`src/rtl/circle_rasterizer_if.sv`:
```
`default_nettype none
// ============================================================================
// Module   : circle_rasterizer_if
// Purpose  : Command and pixel-stream bundle between a circle rasterizer and
//            its controller / framebuffer write port.
// Revision : 1.0 - initial release
// ============================================================================
interface circle_rasterizer_if #(
    parameter int XW = 10,
    parameter int YW = 9,
    parameter int RW = 9
);
    logic          start;
    logic [XW-1:0] cx;
    logic [YW-1:0] cy;
    logic [RW-1:0] r;
    logic          busy;
    logic          done;
    logic          pix_valid;
    logic [XW-1:0] pix_x;
    logic [YW-1:0] pix_y;
    logic          pix_ready;

    // master: the rasterizer, which sources the pixel stream
    modport master (
        input  start, cx, cy, r, pix_ready,
        output busy, done, pix_valid, pix_x, pix_y
    );

    modport slave (
        output start, cx, cy, r, pix_ready,
        input  busy, done, pix_valid, pix_x, pix_y
    );
endinterface
`default_nettype wire

```
`src/rtl/circle_rasterizer.sv`:
```
`default_nettype none
// ============================================================================
// Module   : circle_rasterizer
// Purpose  : Midpoint circle generator emitting 8 clipped symmetric pixels per
//            octant step over a valid/ready stream.
// Revision : 1.0 - initial release
// ============================================================================
module circle_rasterizer #(
    parameter int H_RES = 640,
    parameter int V_RES = 480,
    parameter int XW    = 10,
    parameter int YW    = 9,
    parameter int RW    = 9
) (
    input  logic                clk,
    input  logic                rst,
    circle_rasterizer_if.master bus
);

    localparam logic [1:0] c_st_idle = 2'd0;
    localparam logic [1:0] c_st_plot = 2'd1;
    localparam logic [1:0] c_st_step = 2'd2;
    localparam logic [1:0] c_st_done = 2'd3;

    localparam int c_dw = RW + 4;

    localparam logic signed [c_dw-1:0] c_d_zero  = '0;
    localparam logic signed [c_dw-1:0] c_d_three = c_dw'(3);
    localparam logic signed [c_dw-1:0] c_d_six   = c_dw'(6);
    localparam logic signed [c_dw-1:0] c_d_ten   = c_dw'(10);
    localparam logic signed [RW+1:0]   c_one_s   = (RW+2)'(1);
    localparam logic signed [XW+1:0]   c_h_lim   = (XW+2)'(H_RES);
    localparam logic signed [YW+1:0]   c_v_lim   = (YW+2)'(V_RES);

    logic [1:0]               r_state;
    logic [XW-1:0]            r_cx;
    logic [YW-1:0]            r_cy;
    logic [RW:0]              r_x;
    logic [RW:0]              r_y;
    logic signed [c_dw-1:0]   r_d;
    logic [2:0]               r_oct;
    logic                     r_busy;
    logic                     r_done;
    logic                     r_pix_valid;
    logic [XW-1:0]            r_pix_x;
    logic [YW-1:0]            r_pix_y;

    // ---------------------------------------------------------------- step math
    logic signed [c_dw-1:0] w_x_d;
    logic signed [c_dw-1:0] w_y_d;
    logic signed [c_dw-1:0] w_d_next;
    logic signed [c_dw-1:0] w_d_init;
    logic signed [RW+1:0]   w_x_next_s;
    logic signed [RW+1:0]   w_y_next_s;
    logic [RW:0]            w_x_next;
    logic [RW:0]            w_y_next;
    logic                   w_continue;

    always_comb begin
        w_x_d      = signed'(c_dw'(r_x));
        w_y_d      = signed'(c_dw'(r_y));
        w_d_init   = c_d_three - (signed'(c_dw'(bus.r)) <<< 1);
        w_x_next_s = signed'({1'b0, r_x}) + c_one_s;
        if (r_d > c_d_zero) begin
            w_d_next   = r_d + ((w_x_d - w_y_d) <<< 2) + c_d_ten;
            // Kept one bit wider so r=0 steps to y=-1 and terminates
            w_y_next_s = signed'({1'b0, r_y}) - c_one_s;
        end else begin
            w_d_next   = r_d + (w_x_d <<< 2) + c_d_six;
            w_y_next_s = signed'({1'b0, r_y});
        end
        w_x_next   = w_x_next_s[RW:0];
        w_y_next   = w_y_next_s[RW:0];
        w_continue = (w_y_next_s >= w_x_next_s);
    end

    // -------------------------------------------- next slot to be presented
    logic [2:0]    w_ld_oct;
    logic [RW:0]   w_ld_x;
    logic [RW:0]   w_ld_y;
    logic [XW-1:0] w_ld_cx;
    logic [YW-1:0] w_ld_cy;

    always_comb begin
        w_ld_oct = r_oct + 3'd1;
        w_ld_x   = r_x;
        w_ld_y   = r_y;
        w_ld_cx  = r_cx;
        w_ld_cy  = r_cy;
        if (r_state == c_st_idle) begin
            w_ld_oct = 3'd0;
            w_ld_x   = '0;
            w_ld_y   = {1'b0, bus.r};
            w_ld_cx  = bus.cx;
            w_ld_cy  = bus.cy;
        end else if (r_state == c_st_step) begin
            w_ld_oct = 3'd0;
            w_ld_x   = w_x_next;
            w_ld_y   = w_y_next;
        end
    end

    logic signed [XW+1:0] w_cx_s;
    logic signed [XW+1:0] w_ax;
    logic signed [XW+1:0] w_ay;
    logic signed [XW+1:0] w_px;
    logic signed [YW+1:0] w_cy_s;
    logic signed [YW+1:0] w_bx;
    logic signed [YW+1:0] w_by;
    logic signed [YW+1:0] w_py;
    logic                 w_vis;

    always_comb begin
        w_cx_s = signed'((XW+2)'(w_ld_cx));
        w_ax   = signed'((XW+2)'(w_ld_x));
        w_ay   = signed'((XW+2)'(w_ld_y));
        w_cy_s = signed'((YW+2)'(w_ld_cy));
        w_bx   = signed'((YW+2)'(w_ld_x));
        w_by   = signed'((YW+2)'(w_ld_y));
        case (w_ld_oct)
            3'd0:    begin w_px = w_cx_s + w_ax; w_py = w_cy_s + w_by; end
            3'd1:    begin w_px = w_cx_s - w_ax; w_py = w_cy_s + w_by; end
            3'd2:    begin w_px = w_cx_s + w_ax; w_py = w_cy_s - w_by; end
            3'd3:    begin w_px = w_cx_s - w_ax; w_py = w_cy_s - w_by; end
            3'd4:    begin w_px = w_cx_s + w_ay; w_py = w_cy_s + w_bx; end
            3'd5:    begin w_px = w_cx_s - w_ay; w_py = w_cy_s + w_bx; end
            3'd6:    begin w_px = w_cx_s + w_ay; w_py = w_cy_s - w_bx; end
            default: begin w_px = w_cx_s - w_ay; w_py = w_cy_s - w_bx; end
        endcase
        w_vis = !w_px[XW+1] && (w_px < c_h_lim) && !w_py[YW+1] && (w_py < c_v_lim);
    end

    // A clipped slot (valid low) completes unconditionally after one cycle
    logic w_slot_done;
    assign w_slot_done = !r_pix_valid || bus.pix_ready;

    // ------------------------------------------------------------------- FSM
    always_ff @(posedge clk) begin
        if (rst) begin
            r_state     <= c_st_idle;
            r_cx        <= '0;
            r_cy        <= '0;
            r_x         <= '0;
            r_y         <= '0;
            r_d         <= '0;
            r_oct       <= '0;
            r_busy      <= 1'b0;
            r_done      <= 1'b0;
            r_pix_valid <= 1'b0;
            r_pix_x     <= '0;
            r_pix_y     <= '0;
        end else begin
            r_done <= 1'b0;
            case (r_state)
                c_st_idle: begin
                    if (bus.start) begin
                        r_cx        <= bus.cx;
                        r_cy        <= bus.cy;
                        r_x         <= '0;
                        r_y         <= {1'b0, bus.r};
                        r_d         <= w_d_init;
                        r_busy      <= 1'b1;
                        r_state     <= c_st_plot;
                        r_oct       <= w_ld_oct;
                        r_pix_valid <= w_vis;
                        if (w_vis) begin
                            r_pix_x <= w_px[XW-1:0];
                            r_pix_y <= w_py[YW-1:0];
                        end
                    end
                end
                c_st_plot: begin
                    if (w_slot_done) begin
                        if (r_oct == 3'd7) begin
                            r_state     <= c_st_step;
                            r_pix_valid <= 1'b0;
                        end else begin
                            r_oct       <= w_ld_oct;
                            r_pix_valid <= w_vis;
                            if (w_vis) begin
                                r_pix_x <= w_px[XW-1:0];
                                r_pix_y <= w_py[YW-1:0];
                            end
                        end
                    end
                end
                c_st_step: begin
                    r_d <= w_d_next;
                    r_x <= w_x_next;
                    r_y <= w_y_next;
                    if (w_continue) begin
                        r_state     <= c_st_plot;
                        r_oct       <= w_ld_oct;
                        r_pix_valid <= w_vis;
                        if (w_vis) begin
                            r_pix_x <= w_px[XW-1:0];
                            r_pix_y <= w_py[YW-1:0];
                        end
                    end else begin
                        r_state <= c_st_done;
                        r_done  <= 1'b1;
                        r_busy  <= 1'b0;
                    end
                end
                default: begin
                    r_state <= c_st_idle;
                end
            endcase
        end
    end

    assign bus.busy      = r_busy;
    assign bus.done      = r_done;
    assign bus.pix_valid = r_pix_valid;
    assign bus.pix_x     = r_pix_x;
    assign bus.pix_y     = r_pix_y;

endmodule
`default_nettype wire

```
`src/flat_wrapper.sv`:
```
// flat-port wrapper written by rule: the top's interface ports become plain ports
module circle_rasterizer_flat 
#(
    parameter int H_RES = 640,
    parameter int V_RES = 480,
    parameter int XW    = 10,
    parameter int YW    = 9,
    parameter int RW    = 9
)
  (clk, rst, bus_start, bus_cx, bus_cy, bus_r, bus_pix_ready, bus_busy, bus_done, bus_pix_valid, bus_pix_x, bus_pix_y);
  circle_rasterizer_if #(.XW(XW), .YW(YW), .RW(RW)) bus_i ();
  input  logic clk;
  input  logic rst;
  input wire logic [$bits(bus_i.start)-1:0] bus_start;
  input wire logic [$bits(bus_i.cx)-1:0] bus_cx;
  input wire logic [$bits(bus_i.cy)-1:0] bus_cy;
  input wire logic [$bits(bus_i.r)-1:0] bus_r;
  input wire logic [$bits(bus_i.pix_ready)-1:0] bus_pix_ready;
  output wire logic [$bits(bus_i.busy)-1:0] bus_busy;
  output wire logic [$bits(bus_i.done)-1:0] bus_done;
  output wire logic [$bits(bus_i.pix_valid)-1:0] bus_pix_valid;
  output wire logic [$bits(bus_i.pix_x)-1:0] bus_pix_x;
  output wire logic [$bits(bus_i.pix_y)-1:0] bus_pix_y;
  assign bus_i.start = bus_start;
  assign bus_i.cx = bus_cx;
  assign bus_i.cy = bus_cy;
  assign bus_i.r = bus_r;
  assign bus_i.pix_ready = bus_pix_ready;
  assign bus_busy = bus_i.busy;
  assign bus_done = bus_i.done;
  assign bus_pix_valid = bus_i.pix_valid;
  assign bus_pix_x = bus_i.pix_x;
  assign bus_pix_y = bus_i.pix_y;
  circle_rasterizer #(.H_RES(H_RES), .V_RES(V_RES), .XW(XW), .YW(YW), .RW(RW)) u_core (.clk(clk), .rst(rst), .bus(bus_i));
endmodule
```
`config.mk`:
```
export PLATFORM = sky130hd
export DESIGN_NAME = circle_rasterizer_flat
export DESIGN_NICKNAME = d
export VERILOG_FILES = /design/src/rtl/circle_rasterizer_if.sv /design/src/rtl/circle_rasterizer.sv /design/src/flat_wrapper.sv
export SDC_FILE = /design/constraint.sdc
export NUM_CORES = 1
export LEC_CHECK = 0
export CAP_MARGIN = 20
export CORE_UTILIZATION = 37
export DETAILED_ROUTE_END_ITERATION = 12
export MAX_ROUTING_LAYER = met4
export PLACE_DENSITY = 0.57
export SETUP_SLACK_MARGIN = 0.1
export SYNTH_ARGS = -nofsm -noshare
export SYNTH_HDL_FRONTEND = slang
export SYNTH_SLANG_ARGS = --single-unit
```
`constraint.sdc`:
```
create_clock -name clk -period 6.8 [get_ports clk]
set_clock_uncertainty 0.1 [all_clocks]
set_input_delay 1.02 -clock clk [delete_from_list [all_inputs] [get_ports clk]]
set_output_delay 1.02 -clock clk [all_outputs]
set_load 0.02 [all_outputs]
```
==> impl_report.txt <==
IMPLEMENTATION SUMMARY REPORT
----------------------------------------------------
[Cells and area]
  Layout cells sized above 1 ........................ under 10%
  Fillcell total ........................ between 2000 and 2500
  Area grow syn2layout ........................ 13.5%
  Combinational gates ........................ 983
  Top Layout Cells ........................ 124 x nand2_1, 118 x a21oi_1, 110 x nor2_1
  Clock tree cell share of total cell area ........................ under 10%
  Largest contributor to cell area by class ........................ combinational gates
  Fin util ........................ approximately 43%
  Fraction of standard cell area in multi-input logic ........................ between 60% and 70%
  Number of clock buffers in the layout ........................ 10
  Buffering overhead ........................ under 10%
  Number of ordinary inverters in the final layout ........................ around 65
  Post-Layout Cell Count ........................ 1543
  Finished layout cell area ........................ a little over 10000 um2
  Number of nets in the final layout ........................ 1360
  Proportion of cell area occupied by registers ........................ between 10% and 20%

[Route]
  Initial detailed-routing violation count ........................ slightly above 700
  Vias ........................ between 8000 and 9000
  # DRC ........................ 0
  Antenna viol nets, final ........................ 0
  Drt first pass iters ........................ 6
  Average routed wire per standard cell ........................ roughly 17 um

[Yosys]
  Biggest combinational cell group after synthesis ........................ AND-OR/OR-AND gates
  Synthesized netlist net count ........................ 1335
  Synth Cell Area ........................ around 8900 um2
  Distinct cell type count after synthesis ........................ 82
  Mean instance size in the synthesized netlist ........................ approximately 7.4 um2
  Ys cells ........................ approximately 1200
  Compound-Gate Fraction of Synth Area ........................ between 20% and 30%
  Yosys Warn Count ........................ 0
  Register share after synthesis ........................ between 10% and 20%
  Number of synthesized register bits ........................ 79
  Number of enable flip-flop cells ........................ 0
  Predominant post-synthesis flop cell ........................ dfxtp_1
  Synth mux share ........................ roughly 5.7%
  Chip area line of the yosys report ........................ between 8000 and 9000 um2
  Fraction of registers with async set/reset ........................ 0%

[Placed design]
  Placed Cells incl. Taps ........................ 1527
  Pre-CTS setup slack ........................ between 0.3 and 0.4 ns
  Count of input and output buffers ........................ 53
  Post-detail-place hpwl ........................ between 20 and 25 mm
  Area after DPL ........................ approximately 10000 um2

[Floorplanning]
  Site Rows ........................ 56
  Area enclosed by the die boundary ........................ ~25000 um2
  Core Box Area ........................ around 24000 um2
  Vertical die dimension ........................ 157 um
  FP Util ........................ a little under two fifths

[CTS]
  Sinks on the clock net ........................ approximately 79
  Clk pin slew, worst setup/hold paths ........................ around 0.060 ns
  Clock latency of the later-clocked register in the worst-skew pair ........................ approximately 0.36 ns
  Clock Root Buffer ........................ clkbuf_16
  Largest buffer count on any clock path ........................ 2
  Post-CTS setup buffer count ........................ 0
  Hold bufs inserted after CTS ........................ 0
  TritonCTS Buffers ........................ 9
  H-tree levels ........................ 3

[Global route]
  Largest net degree at the start of global routing ........................ 54
  Number of global-route vias before repair ........................ 7932
  Overall routing resource usage ........................ approximately 23%

[Pwr]
  Reported sequential group power ........................ 0.537 mW
  Switching Share ........................ between 30% and 40%
  Power group with the largest share ........................ combinational logic
  Part of the power in registers ........................ 28.2%
  Switch Pwr ........................ approximately 0.72 mW
  Maximum ir drop on the vdd rail ........................ 0.000105 V
  Pint ........................ 1.18 mW
  P_comb ........................ approximately 0.8 mW
  Combinational fraction of design power ........................ a little over two fifths
  Leakage component of the power ........................ a little over 4 nW
  Post-layout power ........................ between 1.5 and 2 mW

[Run]
  Log Warnings ........................ 26

[Worst setup path]
  Kind of end point of the critical path ........................ flip-flop
  Start point of the critical path ........................ bus_r[1]
  Flop-to-flop setup slack ........................ between 0.7 and 0.8 ns
  Endpoint required time on the critical path ........................ 6.94 ns
  Max FO, Critical Path ........................ 20
  Path type of the worst setup path ........................ primary input to flip-flop
  Reg2reg start ........................ u_core.r_d[3]
  Capturing instance or port of the critical path ........................ u_core.bus.pix_y[2]

[Hold path]
  Worst hold-check path type ........................ flip-flop to flip-flop
  Startpoint of the tightest hold check path ........................ u_core.r_cx[6]

[STA]
  Worst hold slack ........................ ~0.35 ns
  Part of the cycle the worst path needs ........................ ~90%
  Count of final hold-check violations ........................ 0
  Tightest slew margin relative to the limit ........................ between 30% and 40%
  Fmax ........................ roughly 0.16 GHz
  Final worst path period need ........................ ~6.1 ns
  PnR worst setup slack ........................ between 0.6 and 0.7 ns
  RSZ-0062 raised after global routing ........................ no

[Run status]
  Run status ........................ finished clean

----------------------------------------------------
==> Yosys cell counts, types with 21 or more instances <==
cell | number | area (um2)
nor2b_1 | 26 | 163
dfxtp_1 | 79 | 1580
o21ai_0 | 77 | 385
nor3_1 | 29 | 145
xnor2_1 | 56 | 490
xor2_1 | 21 | 184
nand2_1 | 124 | 465
mux2_2 | 22 | 248
nor2_1 | 112 | 420
inv_1 | 63 | 236
ha_1 | 103 | 1290
clkbuf_1 | 50 | 188
nand2b_1 | 21 | 131
a21oi_1 | 118 | 591
==> flip-flops by register name, summed over array words and instances (netlist names), 3 cells and up <==
signal / cells
u_core.r_x: 10
u_core.r_cy: 9
u_core.bus.pix_y: 9
u_core.r_d: 13
u_core.r_cx: 10
u_core.bus.pix_x: 10
u_core.r_y: 10
u_core.r_oct: 3
==> worst max-delay path, cell delays in order <==
cell and delay (ns):
clkdlybuf4s50_1 0.48, nand2b_1 0.18, mux2_2 0.18, o211ai_1 0.18, or3_1 0.44, and4bb_2 0.39
nand2_1 0.10, o21ai_0 0.21, nor3_1 0.08, a21oi_1 0.13, o22ai_1 0.09, ha_1 0.34
a21oi_1 0.15, o21ai_0 0.13, a21oi_1 0.37, nor2_1 0.06, mux2_2 0.26, a221oi_1 0.25
a311oi_1 0.13, a31oi_1 0.26, a211o_1 0.14, buf_4 0.33, mux2_4 0.33
==> layer usage <==
layer	wire length (um)	vias to the layer above	share of wire, %	GRT usage, %
li1	-	4359	-	-
met1	13200	4008	49	31.0
met2	12000	205	45	35.7
met3	1230	34	4.6	3.17
met4	477	0	1.8	6.35
met5	0	-	0	-
==> kinds of logic after synthesis <==
family,Yosys count
buffers and inverters,132
XOR/XNOR,77
AND/OR/NAND/NOR,402
flip-flops,79
AND-OR/OR-AND,352
multiplexers,43
adder cells (fa/ha/maj),109
Fig. 1: metal 1
Drawn at 2 px/um. Supply wires on this layer in grey.
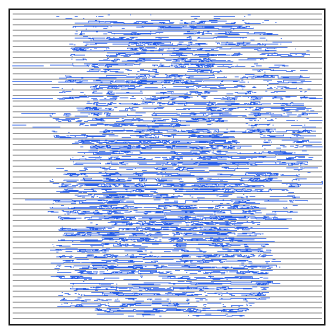
The longest straight run is 76.4 um. 1280 nets have wire on it. The wires run mostly horizontal.

Fig. 2: metal 2
Drawn at 2 px/um.
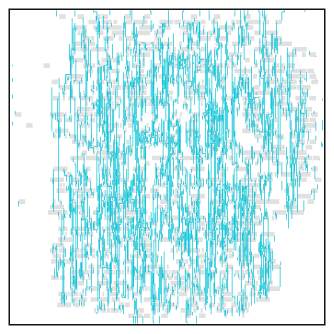
1096 nets have wire on it. The wires run mostly vertical. The longest straight run is 68.7 um.

Fig. 3: met3 routing
Drawn at 2 px/um.
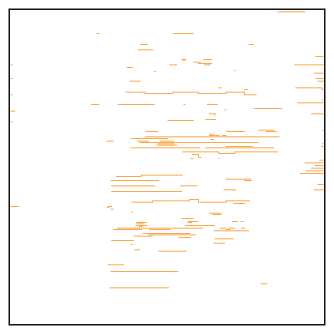
The layer holds 4.6% of the routed length. The wires run mostly horizontal.

Power figures rest on the tool's default switching activity, not on a simulated workload.
